**config.mk**
```make
export PLATFORM = sky130hd
export DESIGN_NAME = blinkled_multi
export DESIGN_NICKNAME = d
export VERILOG_FILES = /design/src/rtl/blinkled_multi.sv
export SDC_FILE = /design/constraint.sdc
export NUM_CORES = 1
export LEC_CHECK = 0
export CORE_UTILIZATION = 37
export DETAILED_ROUTE_END_ITERATION = 6
export GPL_ROUTABILITY_DRIVEN = 0
export PLACE_DENSITY_LB_ADDON = 0.15
export SLEW_MARGIN = 20
export SYNTH_ARGS = -nofsm -noshare
export SYNTH_HDL_FRONTEND = slang
export SYNTH_SLANG_ARGS = --single-unit
```
**constraint.sdc**
```tcl
create_clock -name CLK -period 3.9 [get_ports CLK]
set_input_delay 0.78 -clock CLK [delete_from_list [all_inputs] [get_ports CLK]]
set_output_delay 0.78 -clock CLK [all_outputs]
set_load 0.1 [all_outputs]
```
**src/rtl/blinkled_multi.sv**
```systemverilog
// blinkled_multi: runtime-configurable LED pattern generator (count / rotate / bounce / hold)
// A prescaler divides CLK into a tick; each tick advances the pattern. New mode/period
// arrive through a valid/ready port and take effect only on a tick boundary.
// Optional macro BLINKLED_PWM_EN adds a DUTY input and an 8-bit PWM brightness mask on LED.
module blinkled_multi #(
    parameter int          WIDTH          = 8,
    parameter int          CNT_WIDTH      = 32,
    parameter int unsigned DEFAULT_PERIOD = 1023,
    parameter logic [1:0]  DEFAULT_MODE   = 2'd0
) (
    input  logic                 CLK,
    input  logic                 RST,
    input  logic                 CFG_VALID,
    output logic                 CFG_READY,
    input  logic [1:0]           CFG_MODE,
    input  logic [CNT_WIDTH-1:0] CFG_PERIOD,
    output logic                 TICK,
`ifdef BLINKLED_PWM_EN
    input  logic [7:0]           DUTY,
`endif
    output logic [WIDTH-1:0]     LED
);
    localparam logic [1:0] MODE_COUNT  = 2'd0;
    localparam logic [1:0] MODE_ROTATE = 2'd1;
    localparam logic [1:0] MODE_BOUNCE = 2'd2;
    localparam logic [1:0] MODE_HOLD   = 2'd3;
    localparam logic       DIR_LEFT    = 1'b0;

    logic [CNT_WIDTH-1:0] count, period_r, shadow_period;
    logic [1:0]           mode_r, shadow_mode;
    logic [WIDTH-1:0]     pattern, rot, bnc, adv;
    logic                 dir, pending, tick, at_end, go_left;

    // Value the pattern takes when a mode becomes active; HOLD freezes whatever is showing.
    function automatic logic [WIDTH-1:0] init_pattern(input logic [1:0] m, input logic [WIDTH-1:0] cur);
        return (m == MODE_ROTATE || m == MODE_BOUNCE) ? WIDTH'(1) : (m == MODE_COUNT) ? '0 : cur;
    endfunction

    assign tick      = count == period_r;
    assign CFG_READY = !pending;

    // Next pattern for a plain tick; the bounce turns around on the same tick it hits an end.
    always_comb begin
        rot     = (pattern << 1) | (pattern >> (WIDTH - 1));
        at_end  = (dir == DIR_LEFT) ? pattern[WIDTH-1] : pattern[0];
        go_left = (dir == DIR_LEFT) != at_end;
        bnc     = (WIDTH == 1) ? pattern : go_left ? pattern << 1 : pattern >> 1;
        adv     = (mode_r == MODE_COUNT)  ? pattern + WIDTH'(1) :
                  (mode_r == MODE_ROTATE) ? rot :
                  (mode_r == MODE_BOUNCE) ? bnc : pattern;
    end

    // Prescaler, config capture and tick-aligned apply / pattern advance.
    always_ff @(posedge CLK or negedge RST) begin
        if (!RST) begin
            count         <= '0;
            period_r      <= CNT_WIDTH'(DEFAULT_PERIOD);
            mode_r        <= DEFAULT_MODE;
            pattern       <= init_pattern(DEFAULT_MODE, '0);
            dir           <= DIR_LEFT;
            pending       <= 1'b0;
            shadow_mode   <= DEFAULT_MODE;
            shadow_period <= CNT_WIDTH'(DEFAULT_PERIOD);
            TICK          <= 1'b0;
        end else begin
            TICK  <= tick;
            count <= tick ? '0 : count + CNT_WIDTH'(1);
            if (CFG_VALID && !pending) begin
                shadow_mode   <= CFG_MODE;
                shadow_period <= CFG_PERIOD;
                pending       <= 1'b1;
            end
            if (tick && pending) begin
                mode_r   <= shadow_mode;
                period_r <= shadow_period;
                count    <= '0;
                pattern  <= init_pattern(shadow_mode, pattern);
                dir      <= DIR_LEFT;
                pending  <= 1'b0;
            end else if (tick) begin
                pattern <= adv;
                dir     <= (mode_r == MODE_BOUNCE && at_end) ? ~dir : dir;
            end
        end
    end

`ifdef BLINKLED_PWM_EN
    logic [7:0] pwm_cnt;

    // Free-running PWM phase counter; wraps 255 -> 0.
    always_ff @(posedge CLK or negedge RST) begin
        if (!RST) pwm_cnt <= '0;
        else pwm_cnt <= pwm_cnt + 8'd1;
    end

    // Pattern gated by the brightness window.
    always_comb begin
        LED = pattern & {WIDTH{pwm_cnt < DUTY}};
    end
`else
    // LED mirrors the pattern register directly.
    always_comb begin
        LED = pattern;
    end
`endif
endmodule
```
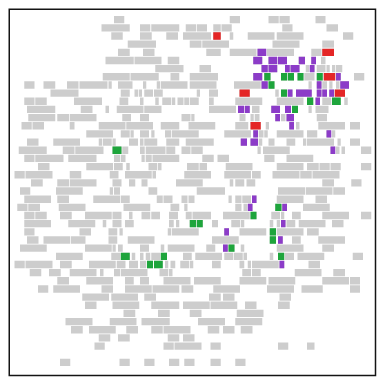
*Selected gate families, run 1*
Drawn at 3 px/micron.
[red] non-inverting ao/oa cells | cells: 6 | most used: o221a_2 | where: upper right
[purple] aoi and oai cells | cells: 42 | most used: o21ai_0
[green] and/or cells | cells: 23 | most used: and3_1

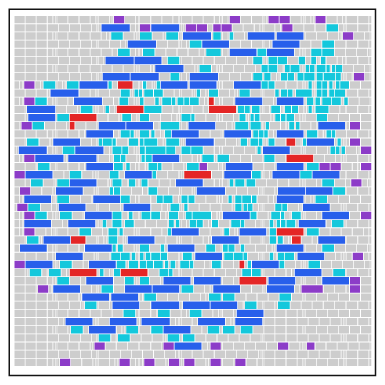
*Placement by cell class, run 1*
Drawn at 3 px/micron. Fill, decap, tap and diode cells in gray.
[cyan] combinational and other logic | cells: 313
[purple] remaining buffers and delay cells | cells: 49
[red] clock drivers and dummy loads | cells: 16
[blue] sequential cells | cells: 111

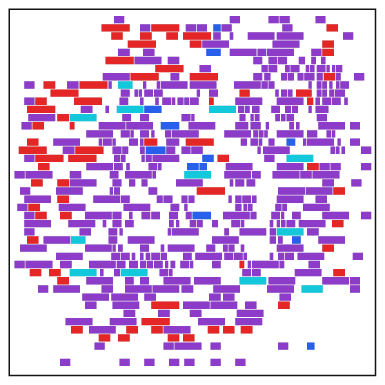
*Cell sizes after repair, run 1*
Drawn at 3 px/micron.
[purple] _0 and _1 cells | cells: 397 | share: 81%
[red] _2 cells | cells: 68 | share: 14%
[cyan] _6 and larger | cells: 12 | share: 2.5%
[blue] _3 and _4 cells | cells: 12 | share: 2.5%

==> impl_metrics.ini, run 1 <==
; implementation run metrics
[critical_path]
worstSetupPathDepth = 2
worstPathCellList = inv_1 -> clkdlybuf4s50_1
cp-startpoint = pending$_DFFE_PN0P_
timing.critical_path.fanout_max = 15
regToRegSetupSlack_ns = 1.38
worst_path_largest_cell_delay_ns = 1.13
worst_ep_arrival_time_ns = 2.20
timing.rr.start = count[17]$_DFF_PN0_
worst_ep_required_time_ns = 3.12
cpLargestDelayFamily = buffers and inverters
critPathCaptureType = output pin
worst_setup_path_start_kind = flip-flop
timing.rr.end = LED[0]$_DFFE_PN0P_
crit_path_class = reg2out
worst-r2r-cell-count = 7
critical-path-slowest-cell = clkdlybuf4s50_1
critPathBufInv = 2

[power]
sequentialPower_mw = 1.38
cellPowerDensity_nw_per_um2 = 425.0
seq_power_share_pct = 52.4
power.clock.total_mw = 0.880
irDropWorstVdd_v = 0.0003103
power.switching_fraction_pct = 26.58
comb_power_share_pct = 14.2
p_sw_mw = 0.7010
largestPowerGroup = sequential cells
cellLeakagePower_nw = 2.808
share_clk_of_total_power_pct = 33.4
pg_comb_mw = 0.375

[synthesis]
synth_area_sq_um = 5288
synth_top_cell_by_count = dfrtp_1
synth-main-ff-cell = dfrtp_1
top_area_cells_in_the_synthesized_netlist = dfrtp_1 (43%), dfstp_2 (9.9%), xor2_1 (8.9%)
ys_area_sq_um = 5288
post_synth_xor_area_fraction_pct = 9.938
ys_async_sr_fraction_pct = 100.0
gate_count_of_the_mapped_netlist = 442
synthDominantCellAreaShare_pct = 43.07
synth-seq-area-share_pct = 53.01
synthSimpleGateAreaFrac_pct = 12.92
synth_stat.cells = 442
syn_area_per_cell_sq_um = 11.96
flip_flop_and_latch_count_after_synthesis = 111
synth.cellmix.compoundShare_pct = 6.176
netlist.top_cell.by_area = dfrtp_1
edf_count = 0
synth_cell_types = 48
yosys-top-cells-count = dfrtp_1 (91), xor2_1 (54), mux2_2 (39)
adder_share_pct = 0.7099

[route]
drt_first_pass_iters = 4
remaining_drc_errors = 0
finalWirelength_mm = 10.39
route.detailed.wl_per_inst_microns = 15.52
avgViaCountPerCell = 5.093
detail-route-antenna-nets = 0
first_iter_violations = 223

[final_timing]
max_freq_mhz = 335.6
final_max_slew_viol_count = 0
worst_slew_pin_slew_ns = 0.9631
timing.hold.ws_ns = 0.4804
setup_total_negative_slack_ns = 0
unrepaired_setup_endpoints_after_global_routing = no
final_min_period_over_clock_period_pct = 76.41
finalClockSkew_ns = 0.01470
post-route-min-period_ns = 2.980
setup-violations-final = 0

[finish]
clockBufferCount = 11
logic_gates = 306
flip_flop_and_latch_area_sq_um = 2803
area_growth_pct = 17.37
area.share.combinational_pct = 38.25
seq_cell_count = 111
final_core_util_pct = 44.54
most-common-layout-cells = dfrtp_1 (91), xor2_1 (54), clkdlybuf4s50_1 (45)
fin_cells = 669
clock_cell_area_share_pct = 4.597
nonClkBufAreaFrac_pct = 7.944
finalNetCount = 524
layout.cells.most_common = dfrtp_1
layout.area.top_class = sequential cells
non_clock_inverter_count = 7
buffers_excl_clock = 49
seq_area_share_pct = 45.16

[clock_tree]
cts_buffers = 9
postCtsSetupRepairBufs = 0
clock_insertion_delay_worst_skew_ns = 0.35
cts_hold_buf = 0
clock_tree.buffer_depth = 2
library_cell_used_as_clock_root_buffer = clkbuf_16
tritoncts_clock_tree = done
clk_pin_slew_worst_setup_hold_paths_ns = 0.07
clock_sinks = 111

[place]
detailed_place_hpwl_mm = 6.991
io_buffer_count = 46

[flow_run]
maxCapViolCount = 0
warning_count = 26

[floorplanning]
initial_core_util_pct = 37.95
chip_area_sq_um = 14770
core.rowCount = 43
top_level_ports = 47
die_y_microns = 121.5

[grt]
globalRouteTotalUtil_pct = 15.40
gr-total-overflow = 0
grt_max_degree = 58
grt_pass1_wl_mm = 17.50

[worst_hold_path]
min_delay_path_depth = 1
worstHoldEndpoint = period_r[29]$_DFFE_PN0P_
hold_wc_startpoint = shadow_period[29]$_DFFE_PN0P_
worstHoldPathType = reg2reg

[outcome]
run_status = complete, no violations
-- run 1: sequential cells by signal (all words and copies together) (netlist names) --
name,count
count,32
shadow_mode,2
period_r,32
mode_r,2
LED,8
pending,1
shadow_period,32
dir,1
TICK,1
-- run 1: stage by stage --
stage	setup WS, ns	area (sq um)	power [mW]
after floorplan	1.451	5288	1.644
after global placement	1.289	5921	1.778
after detailed placement	1.288	5921	1.788
after CTS	0.8981	6206	2.678
after global routing	0.8397	6206	2.772
final	0.9199	6206	2.638
-- run 1: layer usage --
| metal | routed length (microns) | global-route usage, % | part of all wire (%) |
|---|---|---|---|
| met1 | 5004 | 21.10 | 48 |
| met2 | 4850 | 24.11 | 47 |
| met3 | 417 | 4.120 | 4.0 |
| met4 | 114 | 4.012 | 1.1 |
| met5 | 0 | 0 | 0 |
### Track usage over the die, run 1

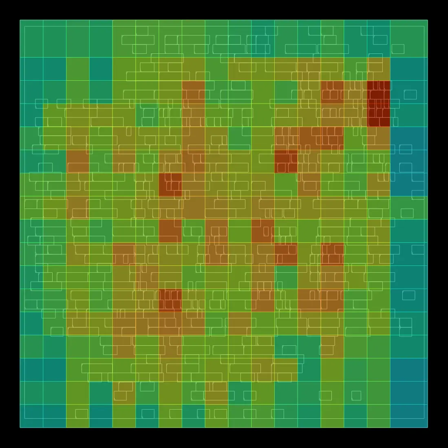

==> run 2, diff against run 1 <==
clock period = 2.57 ns   (was 3.9 ns; I/O delays follow)
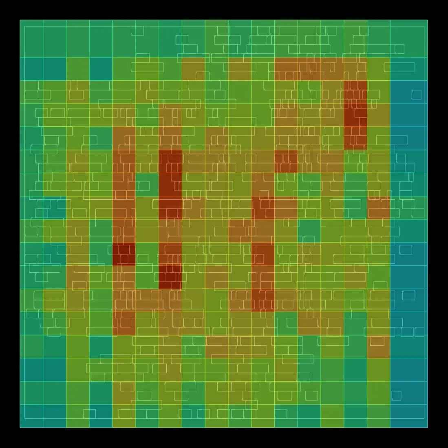
*Track usage over the die, run 2*
gr usage total: 16.49%
met3 demand-to-capacity share in global routing: 4.307%
met1 usage: 22.37%
global route hottest layer: met2

==> run 2 against run 1 <==
  * Synthesized area did not move
  * First-iteration DRC count up 16%
  * Register-to-register slack worse by 1.0 ns
  * Critical path type is now reg2reg
  * Hold slack worse by 0.32 ns
  * Critical endpoint is now period_r[23]$_DFFE_PN0P_
  * Worst setup slack got worse by 0.57 ns
  * Clock power grew 67%
  * Sequential share of layout area shrank 0.41 points
  * Largest cell class unchanged
  * Die size unchanged
  * Non-clock buffer count rose by 6
  * Core utilization grew 0.40 points
  * Sequential power is 52% higher
==> impl_metrics.ini, run 2 <==
; implementation run metrics
[outcome]
run_status = complete, no violations

[clock_tree]
tritoncts_clock_tree = done
cts_hold_buf = 0
clk_pin_slew_worst_setup_hold_paths_ns = 0.07
clock_tree.buffer_depth = 2
postCtsSetupRepairBufs = 0
clock_insertion_delay_worst_skew_ns = 0.35
library_cell_used_as_clock_root_buffer = clkbuf_16
clock_sinks = 111

[finish]
final_core_util_pct = 44.94
area_growth_pct = 18.43
finalNetCount = 530
final_cell_area_sq_um = 6262

[route]
drt_first_pass_iters = 4
detail-route-antenna-nets = 0
met2_length_mm = 5.142
finalWirelength_mm = 10.76
avgViaCountPerCell = 5.084
first_iter_violations = 258
route.detailed.wl_per_inst_microns = 15.94
dr.max_layer_used = met4

[flow_run]
maxCapViolCount = 0
warning_count = 26

[critical_path]
critPathBufInv = 1
worstPathCellList = xor2_1 -> nor4_1 -> nand4_1 -> nor2_4 -> nand2_4 -> buf_4 -> mux2_1
cp-startpoint = count[17]$_DFF_PN0_
cpLargestDelayFamily = simple AND/OR/NAND/NOR gates
timing.critical_path.fanout_max = 20
worst-r2r-cell-count = 7
crit_path_class = reg2reg
worst_setup_path_start_kind = flip-flop
regToRegSetupSlack_ns = 0.35
critPathCaptureType = flip-flop
timing.rr.end = period_r[23]$_DFFE_PN0P_
worst_ep_required_time_ns = 2.80
critical-path-slowest-cell = dfrtp_1
worst_path_largest_cell_delay_ns = 0.43
timing.rr.start = count[17]$_DFF_PN0_
worstSetupPathDepth = 7
worst_ep_arrival_time_ns = 2.45

[synthesis]
synth_top_cell_by_count = dfrtp_1
edf_count = 0
synth_cell_types = 48
flip_flop_and_latch_count_after_synthesis = 111
synth-seq-area-share_pct = 53.01
synth_stat.cells = 442
syn_area_per_cell_sq_um = 11.96
ys_async_sr_fraction_pct = 100.0
synthDominantCellAreaShare_pct = 43.07
netlist.top_cell.by_area = dfrtp_1
post_synth_xor_area_fraction_pct = 9.938
synth.cellmix.compoundShare_pct = 6.176
yosys-top-cells-count = dfrtp_1 (91), xor2_1 (54), mux2_2 (39)
synthSimpleGateAreaFrac_pct = 12.92
top_area_cells_in_the_synthesized_netlist = dfrtp_1 (43%), dfstp_2 (9.9%), xor2_1 (8.9%)
gate_count_of_the_mapped_netlist = 442
adder_share_pct = 0.7099
synth-main-ff-cell = dfrtp_1
synth.net_count = 482

[floorplanning]
die_y_microns = 121.5
top_level_ports = 47
core.rowCount = 43

[final_timing]
post-route-min-period_ns = 2.217
final.setup.worst_slack_ns = 0.3534
finalClockSkew_ns = 0.008464
timing.hold.ws_ns = 0.1649
worst_slew_pin_slew_ns = 0.6989
final_max_slew_viol_count = 0
setup_total_negative_slack_ns = 0
max_freq_mhz = 451.1
setup-violations-final = 0
final_min_period_over_clock_period_pct = 86.25

[power]
cellPowerDensity_nw_per_um2 = 662.6
irDropWorstVdd_v = 0.0004312
cellLeakagePower_nw = 2.860

[place]
detailed_place.area_sq_um = 5953
pre_cts_ws_ns = 0.3273
detailed_place_hpwl_mm = 7.353

[grt]
globalRouteMet2Util_pct = 25.57
[run 2: cell count changes in the layout (fill, tap and decap cells not counted)]
cell             delta
buf_12              +1
bufinv_16           +2
clkinv_2            -2
clkbuf_1            +3
clkbuf_8            -2
clkinv_4            -2
clkdlybuf4s50_1    -10
clkinvlp_4          +1
buf_4              +15
[run 2: power by group]
part	internal [mW]	switching [mW]
logic	0.288	0.285
registers	1.94	0.159
clock network	0.855	0.618
total	3.09	1.06
[run 2: area by class of cell]
class                           count  area (sq um)
Sequential cell                   111          2803
Inverter                            7         26.28
Fill cell                        1294          7672
Tap cell                          180         225.2
Clock buffer                       12         236.5
Timing Repair Buffer               55         525.5
Multi-Input combinational cell    306          2374
Clock inverter                      4         72.57
### Selected gate families, run 2

Drawn at 3 px/micron.
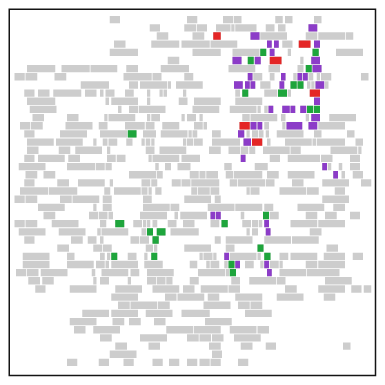

==> run 3, diff against run 2 <==
clock period = 2.4 ns   (was 2.57 ns; I/O delays follow)
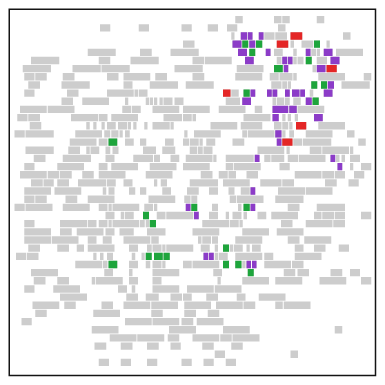
*Selected gate families, run 3*
Drawn at 3 px/micron.
[green] and/or cells | cells: 23 | most used: and3_1
[purple] aoi and oai cells | cells: 42 | most used: o21ai_0
[red] non-inverting ao/oa cells | cells: 6 | most used: o221a_2 | where: upper right

==> run 3 against run 2 <==
  * Global-route usage shrank 0.96 points
  * Via count shrank 1.1%
  * First-iteration DRC count shrank 40%
  * Largest power group unchanged
  * Highest routed layer unchanged
==> impl_metrics.ini, run 3 <==
; implementation run metrics
[outcome]
run_status = complete, no violations

[synthesis]
synth_stat.cells = 442
syn_area_per_cell_sq_um = 11.96
synth.net_count = 482
synthDominantCellAreaShare_pct = 43.07
topCombFamilyByArea = multiplexers
ys_warn_count = 0
synth.cellmix.compoundShare_pct = 6.176
edf_count = 0
netlist.top_cell.by_area = dfrtp_1
synth-main-ff-cell = dfrtp_1
synth_top_cell_by_count = dfrtp_1
synthMuxAreaShare_pct = 15.00
synth_area_sq_um = 5288
synthSimpleGateAreaFrac_pct = 12.92
gate_count_of_the_mapped_netlist = 442
synth_cell_types = 48
flip_flop_and_latch_count_after_synthesis = 111
adder_share_pct = 0.7099
post_synth_xor_area_fraction_pct = 9.938
synth-seq-area-share_pct = 53.01
yosys-top-cells-count = dfrtp_1 (91), xor2_1 (54), mux2_2 (39)
ys_area_sq_um = 5288
top_area_cells_in_the_synthesized_netlist = dfrtp_1 (43%), dfstp_2 (9.9%), xor2_1 (8.9%)
ys_async_sr_fraction_pct = 100.0

[finish]
seq_cell_count = 111
clock_cell_area_share_pct = 4.807
finalNetCount = 532
most-common-layout-cells = dfrtp_1 (90), xor2_1 (54), mux2_2 (39)
area_growth_pct = 18.65
area.share.combinational_pct = 38.07
flip_flop_and_latch_area_sq_um = 2804
fin_cells = 677
seq_area_share_pct = 44.69
nonClkBufAreaFrac_pct = 8.416
buffers_excl_clock = 57
final_core_util_pct = 45.02
non_clock_inverter_count = 7
layout.area.top_class = sequential cells
antenna_cells = 0
final_cell_area_sq_um = 6274
layout.cells.most_common = dfrtp_1
final-comb-area_sq_um = 2389
drive_gt1_share_pct = 22.54
logic_gates = 306
clockBufferCount = 11
num-fill-cells = 1317
biggestRegsByFlops = count x32, period_r x32, shadow_period x32

[critical_path]
worst-r2r-cell-count = 6
worst_ep_arrival_time_ns = 2.45
crit_path_class = reg2reg
regToRegSetupSlack_ns = 0.18
cp-startpoint = count[13]$_DFF_PN0_
critical-path-slowest-cell = dfrtp_1
timing.critical_path.fanout_max = 35
timing.rr.start = count[13]$_DFF_PN0_
worstPathCellList = xor2_1 -> nor4_1 -> nand4_1 -> nor2_4 -> nand2_8 -> mux2_1
worst_ep_required_time_ns = 2.63
critPathCaptureType = flip-flop
worst_path_largest_cell_delay_ns = 0.45
worst_setup_path_start_kind = flip-flop
timing.rr.end = period_r[31]$_DFFE_PN0P_
setup.worst_path.end = period_r[31]$_DFFE_PN0P_

[place]
dpl.cell_count = 661
detailed_place_hpwl_mm = 7.211
io_buffer_count = 46
detailed_place.area_sq_um = 5957
pre_cts_ws_ns = 0.01826

[route]
dr.max_layer_used = met4
wl_met1_mm = 5.043
met2_length_mm = 4.802
detail-route-antenna-nets = 0
route.met3.wl_microns = 348
first_iter_violations = 156
drt_first_pass_iters = 4
remaining_drc_errors = 0
route.vias.total = 3395
route.detailed.wl_per_inst_microns = 15.23
finalWirelength_mm = 10.31
avgViaCountPerCell = 5.015

[floorplanning]
core.rowCount = 43
chip_area_sq_um = 14770
taps = 180
core_sq_um = 13930
top_level_ports = 47
die_y_microns = 121.5
die_x_microns = 121.5
initial_core_util_pct = 37.95

[power]
totalPowerFinal_mw = 4.349
sequentialPower_mw = 2.25
power.clock.total_mw = 1.49
share_clk_of_total_power_pct = 34.3
seq_power_share_pct = 51.8
pg_comb_mw = 0.605
irDropWorstVdd_v = 0.0004182
cellLeakagePower_nw = 2.868
power.switching_fraction_pct = 26.59
comb_power_share_pct = 13.9
p_sw_mw = 1.157
largestPowerGroup = sequential cells
power.internal_mw = 3.192
cellPowerDensity_nw_per_um2 = 693.2

[final_timing]
post-route-min-period_ns = 2.220
worst_slew_pin_slew_ns = 0.6967
timing.hold.ws_ns = 0.1128
finalClockSkew_ns = 0.007176
report.final.hold_viol_count = 0
unrepaired_setup_endpoints_after_global_routing = no
final.setup.worst_slack_ns = 0.1804
final_min_period_over_clock_period_pct = 92.48
final_max_slew_viol_count = 0
max_freq_mhz = 450.5
setup_total_negative_slack_ns = 0
setup-violations-final = 0

[grt]
grt_use_met1_pct = 21.99
globalRouteMet2Util_pct = 23.97
globalRouteTotalUtil_pct = 15.53
first_global_vias = 3478
grt_pass1_wl_mm = 17.77
met3_usage_pct = 3.418
gr-total-overflow = 0
antenna_found_initial = 0
global_route.peak_usage_layer = met2
grt_max_degree = 42

[clock_tree]
clk_pin_slew_worst_setup_hold_paths_ns = 0.07
h_tree_level_count = 3
cts_hold_buf = 0
clock_tree.buffer_depth = 2
postCtsSetupRepairBufs = 0
clock_sinks = 111
cts_buffers = 9
tritoncts_clock_tree = done
library_cell_used_as_clock_root_buffer = clkbuf_16
clock_insertion_delay_worst_skew_ns = 0.35

[worst_hold_path]
worstHoldPathType = in2async

[flow_run]
maxCapViolCount = 0
warning_count = 26
[run 3: cell counts after synthesis]
Identical to the previous run, type by type.
[run 3: worst max-delay path, delay by kind of cell, from the launching register on]
family | cells | cell delay (ns)
muxes | 1 | 0.41
DFF | 1 | 0.45
xor gates and xnor gates | 1 | 0.20
and+or+nand+nor | 4 | 1.03
[run 3: cell families (layout without fill, tap and decap cells)]
group                    Yosys count  count (layout)
AND-OR/OR-AND                     48              48
AND/OR/NAND/NOR                  124             124
multiplexers                      71              71
buffers and inverters             25              80
flip-flops                       111             111
XOR/XNOR                          60              60
adder cells (fa/ha/maj)            3               3
Power and IR drop assume default switching activity.
